### src/rtl/ps2_host_tx.sv
// PS/2 host-to-device command transmitter (inhibit, request, bit shifting, ack).
// Optional: define PS2_TX_ACK_CHECK_EN to turn a high ack level into tx_err.
module ps2_host_tx #(
  parameter int INHIBIT_CYCLES = 12000,
  parameter int TIMEOUT_CYCLES = 2000000
) (
  input  logic       clk,
  input  logic       rst,
  input  logic       tx_valid,
  input  logic [7:0] tx_data,
  input  logic       kb_clk_in,
  input  logic       kb_data_in,
  output logic       kb_clk_oe,
  output logic       kb_data_oe,
  output logic       tx_ready,
  output logic       tx_done,
  output logic       tx_err
);

  localparam int MAX_CYC = (INHIBIT_CYCLES > TIMEOUT_CYCLES) ? INHIBIT_CYCLES : TIMEOUT_CYCLES;
  localparam int CNT_W   = $clog2(MAX_CYC + 1);
  localparam logic [CNT_W-1:0] INH_LAST = CNT_W'(INHIBIT_CYCLES - 1);
  localparam logic [CNT_W-1:0] TO_LAST  = CNT_W'(TIMEOUT_CYCLES - 1);

  typedef enum logic [2:0] {
    IDLE    = 3'd0,
    INHIBIT = 3'd1,
    REQ     = 3'd2,
    SHIFT   = 3'd3,
    ACK     = 3'd4
  } state_t;

  function automatic logic odd_parity(input logic [7:0] d);
    return ~^d;
  endfunction

  state_t           state_r;
  logic [CNT_W-1:0] cnt_r;
  logic [3:0]       bit_idx_r;
  logic [7:0]       shift_r;
  logic             parity_r;
  logic [1:0]       clk_sync_r;
  logic [1:0]       data_sync_r;
  logic             clk_prev_r;
  logic             kb_clk_oe_r;
  logic             kb_data_oe_r;
  logic             tx_ready_r;
  logic             tx_done_r;
  logic             tx_err_r;
  logic             fall_s;
  logic             ack_ok_s;

  // Two-flop synchronizers for the pin levels plus the previous synced clock.
  always_ff @(posedge clk) begin
    if (rst) begin
      clk_sync_r  <= 2'b11;
      data_sync_r <= 2'b11;
      clk_prev_r  <= 1'b1;
    end else begin
      clk_sync_r  <= {clk_sync_r[0], kb_clk_in};
      data_sync_r <= {data_sync_r[0], kb_data_in};
      clk_prev_r  <= clk_sync_r[1];
    end
  end

  assign fall_s = clk_prev_r & ~clk_sync_r[1];

`ifdef PS2_TX_ACK_CHECK_EN
  assign ack_ok_s = ~data_sync_r[1];
`else
  // The ack level is a don't-care in this build; any eleventh edge completes.
  assign ack_ok_s = data_sync_r[1] | 1'b1;
`endif

  // Transfer sequencer; all line drives and status flags are registered here.
  always_ff @(posedge clk) begin
    if (rst) begin
      state_r      <= IDLE;
      cnt_r        <= '0;
      bit_idx_r    <= 4'd0;
      shift_r      <= 8'd0;
      parity_r     <= 1'b0;
      kb_clk_oe_r  <= 1'b0;
      kb_data_oe_r <= 1'b0;
      tx_ready_r   <= 1'b1;
      tx_done_r    <= 1'b0;
      tx_err_r     <= 1'b0;
    end else begin
      tx_done_r <= 1'b0;
      tx_err_r  <= 1'b0;
      case (state_r)
        IDLE: begin
          kb_clk_oe_r  <= 1'b0;
          kb_data_oe_r <= 1'b0;
          if (tx_valid) begin
            shift_r     <= tx_data;
            parity_r    <= odd_parity(tx_data);
            cnt_r       <= '0;
            tx_ready_r  <= 1'b0;
            kb_clk_oe_r <= 1'b1;
            state_r     <= INHIBIT;
          end else begin
            tx_ready_r <= 1'b1;
          end
        end
        INHIBIT: begin
          if (cnt_r == INH_LAST) begin
            cnt_r        <= '0;
            kb_data_oe_r <= 1'b1;
            state_r      <= REQ;
          end else begin
            cnt_r <= cnt_r + 1'b1;
          end
        end
        REQ: begin
          kb_clk_oe_r <= 1'b0;
          bit_idx_r   <= 4'd0;
          cnt_r       <= '0;
          state_r     <= SHIFT;
        end
        SHIFT, ACK: begin
          if (cnt_r == TO_LAST) begin
            kb_clk_oe_r  <= 1'b0;
            kb_data_oe_r <= 1'b0;
            tx_err_r     <= 1'b1;
            tx_ready_r   <= 1'b1;
            state_r      <= IDLE;
          end else begin
            cnt_r <= cnt_r + 1'b1;
            if (fall_s) begin
              if (state_r == ACK) begin
                tx_done_r  <= ack_ok_s;
                tx_err_r   <= ~ack_ok_s;
                tx_ready_r <= 1'b1;
                state_r    <= IDLE;
              end else begin
                bit_idx_r <= bit_idx_r + 4'd1;
                case (bit_idx_r)
                  4'd0, 4'd1, 4'd2, 4'd3,
                  4'd4, 4'd5, 4'd6, 4'd7: kb_data_oe_r <= ~shift_r[bit_idx_r[2:0]];
                  4'd8:    kb_data_oe_r <= ~parity_r;
                  4'd9: begin
                    kb_data_oe_r <= 1'b0;
                    state_r      <= ACK;
                  end
                  default: kb_data_oe_r <= 1'b0;
                endcase
              end
            end
          end
        end
        default: begin
          kb_clk_oe_r  <= 1'b0;
          kb_data_oe_r <= 1'b0;
          tx_ready_r   <= 1'b1;
          state_r      <= IDLE;
        end
      endcase
    end
  end

  assign kb_clk_oe  = kb_clk_oe_r;
  assign kb_data_oe = kb_data_oe_r;
  assign tx_ready   = tx_ready_r;
  assign tx_done    = tx_done_r;
  assign tx_err     = tx_err_r;

endmodule
### config.mk
export PLATFORM = sky130hd
export DESIGN_NAME = ps2_host_tx
export DESIGN_NICKNAME = d
export VERILOG_FILES = /design/src/rtl/ps2_host_tx.sv
export SDC_FILE = /design/constraint.sdc
export NUM_CORES = 1
export LEC_CHECK = 0
export CORE_MARGIN = 1
export CORE_UTILIZATION = 25
export CTS_CLUSTER_DIAMETER = 150
export DETAILED_ROUTE_END_ITERATION = 16
export PLACE_DENSITY_LB_ADDON = 0.1
export SLEW_MARGIN = 20
export SYNTH_ARGS = -nofsm -noshare
export SYNTH_HDL_FRONTEND = slang
export SYNTH_SLANG_ARGS = --single-unit
### constraint.sdc
create_clock -name clk -period 2.15 [get_ports clk]
set_input_delay 0.5375 -clock clk [delete_from_list [all_inputs] [get_ports clk]]
set_output_delay 0.5375 -clock clk [all_outputs]
set_load 0.02 [all_outputs]
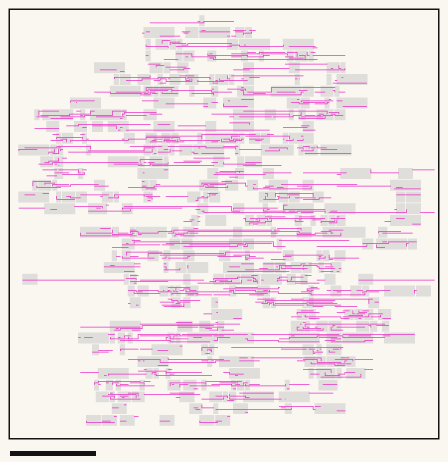
Figure 1: signal wires on met1.
Bar = 20 µm.
The longest straight run is 37.3 µm. The layer holds 56% of the routed length.

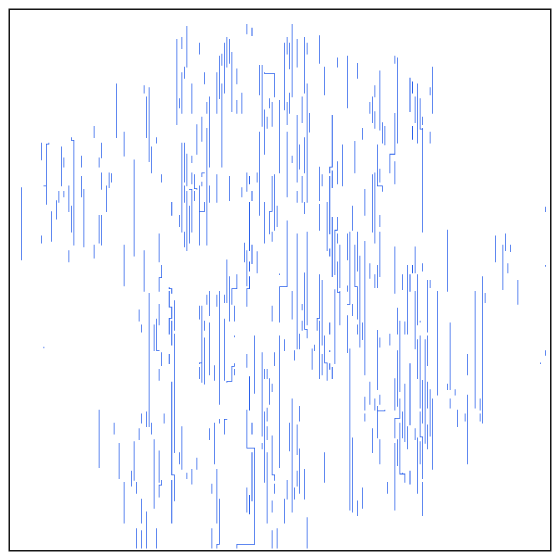
Figure 2: the metal 2 layer.
282 nets have wire on it. The layer carries 2490 µm of wire. The longest straight run is 29.6 µm. The layer holds 40% of the routed length.

==> flow_summary.ini <==
; physical design summary
[global_routing]
grt_max_degree = 18
grt_use_total_pct = 13.8
grt_antenna_before_repair = 0
grt_overflow_total = 0
grt_pass1_vias = 2073
grt_pass1_wl_mm = 10.6

[power_and_ir_drop]
power_density_nw_per_um2 = 657
ir_worst_vdd_uv = 278
leakage_nw = 1.14
total_power_mw = 2.05

[finish]
design.seq.count = 45
drive_gt1_share_pct = 23.2
nClkBuffers = 7
buffer_area_share_pct = 16.8
nonClockInverterCount = 8
buffers_excl_clock = 64
logic_gate_count = 216
synthToLayoutAreaGrowth_pct = 32.3
final_common_cell = buf_4
sh_seq_area_pct = 28.9
fill_cells = 996
comb_area_um2 = 1420
dominant_cells = multi-input combinational cells
seq_area_um2 = 901
num_antenna_cells = 0
layout_top_cells = buf_4, dfxtp_1, nand2_1
sh_comb_area_pct = 45.6
stdcell_area_um2 = 3120
nets = 358
final-clk-cell-share_pct = 3.25

[die]
die_area_um2 = 9810
design.core.area_um2 = 9200
dieHeight_um = 99.1
dieWidth_um = 99.1
pin_count = 18
taps = 111
fp_util_pct = 25.6
fp-row-count = 35

[setup_path]
rrSetupSlack_ns = 0.08
rr_endpoint = state_r[2]
worstSetupPathDepth = 8
cp_max_fo = 3
worstPathCellList = or4_4 > buf_4 > nor4_4 > buf_4 > and3_1 > o22ai_2 > o22a_1 > nor3_2
crit_arrival_ns = 2.31
path_buffers = 2
cp_top_family = simple AND/OR/NAND/NOR gates
max_stage_delay_ns = 0.53
startpoint_type = flop
critical_path_class = flop to flop
r2r-start = cnt_r[16]
required_ns = 2.39
end_kind = flop
reg2reg_depth = 8
slowest_stage = or4_4
crit_top_cell = buf_4

[yosys]
netlist_area_um2 = 2350
synth-edff-count = 0
avgSynthCellArea_um2 = 8.26
simple_gate_share_pct = 30.6
compound_area_share_pct = 12.4
yosysUniqueCellTypes = 53
muxShareOfSynthArea_pct = 2.34
xor_share_pct = 9.67
yosysWarnings = 0
synthesis.nets = 303
ys_chip_area_um2 = 2350
ys_ff = 45
ys_seq_share_pct = 38.3
adder_share_pct = 2.66
ff_type = dfxtp_1
synthTopLogicFamily = simple AND/OR/NAND/NOR gates
async_flop_share_pct = 0
synth_stat.cells = 285
synthesis.instances = 285

[clock_tree]
cts_setup_buffers = 0
cts.sinks = 45
ctsLongestPathBuffers = 2
holdBufCountCts = 0
cts_tree = yes
clk_pin_slew_ns = 0.10
clk_latency_ns = 0.30
cts-buffers-inserted = 5
h-tree-depth = 2
post_cts_resized = 2
cts_root_buf = clkbuf_8

[final_timing]
relSlewSlack_pct = 56.9
finalClockSkew_ns = 0.0102
post-route-period-util_pct = 96.1
setup_viol = 0
fin_setup_tns_ns = 0
fmax_mhz = 484
worst_slew_pin_slew_ns = 0.646
slew_violations = 0
hold_violations = 0
whs_ns = 0.424
min_period_ns = 2.07

[placement]
gp_congestion = 0.745
placed_area_um2 = 2940
io_buffers = 16
hpwl_mm = 4.65

[worst_hold_path]
holdPathStages = 1
hp-class = flop to flop
holdPathEnd = clk_sync_r[1]
worstHoldStart = clk_sync_r[0]

[flow_run]
drv_cap = 0
warnings = 30

[detailed_routing]
drt-initial-drc-count = 45
route.final.wire_length_mm = 6.17
routedWlPerCell_um = 13.6
drc = 0
dr.pass1.iters = 4
vias = 2101
viasPerCell = 4.65
ant_nets = 0

[outcome]
status = finished clean
-- per-layer routing --
layer / up-vias / global-route usage, % / wire, µm / share of wire [%]
li1: 1106 / - / - / -
met1: 972 / 20.9 / 3440 / 56
met2: 17 / 19.8 / 2490 / 40
met3: 6 / 2.55 / 166 / 2.7
met4: 0 / 3.73 / 73 / 1.2
met5: - / 0 / 0 / 0
-- sequential cells by signal, summed over array words and instances (netlist names) --
signal / cells
cnt_r: 21
shift_r: 8
bit_idx_r: 4
state_r: 3
clk_sync_r: 2
clk_prev_r: 1
kb_clk_oe: 1
kb_data_oe: 1
parity_r: 1
tx_done: 1
tx_err: 1
tx_ready: 1
-- synthesized netlist by cell type, types with 5 or more instances --
cell       n  area [µm²]
ha_1       5        62.6
and3_1     5        31.3
xnor2_1   17         149
nor3_1    12        60.1
xor2_1     9        78.8
inv_1      8        30.0
clkbuf_1  13        48.8
nand4_1    5        31.3
nor4_1     6        37.5
nor2_1    34         128
o21ai_0    6        30.0
nand2_1   38         143
nand3_1    6        30.0
a21oi_1   19        95.1
dfxtp_1   45         901
-- metrics by stage --
stage	std cells	setup slack [ns]	utilization (%)
after floorplan	285	0.125	-
after global placement	443	-0.170	32.0
after detailed placement	443	-0.157	32.0
after CTS	451	0.0222	33.2
after global routing	452	-0.000791	33.9
final	452	0.0843	33.9
-- worst max-delay path by stage --
stage	to	from
2_1_floorplan	cnt_r[10]	cnt_r[0]
3_3_place_gp	cnt_r[17]	tx_valid
3_5_place_dp	cnt_r[3]	tx_valid
4_1_cts	kb_data_oe	cnt_r[12]
5_1_grt	cnt_r[1]	cnt_r[16]
6_report	state_r[2]	cnt_r[16]
-- power breakdown --
part           switching [mW]  internal, mW  total [mW]
logic                   0.270         0.259       0.529
registers              0.0403         0.882       0.922
clock network           0.306         0.291       0.597
total                   0.616          1.43        2.05
Power and IR drop assume default switching activity.
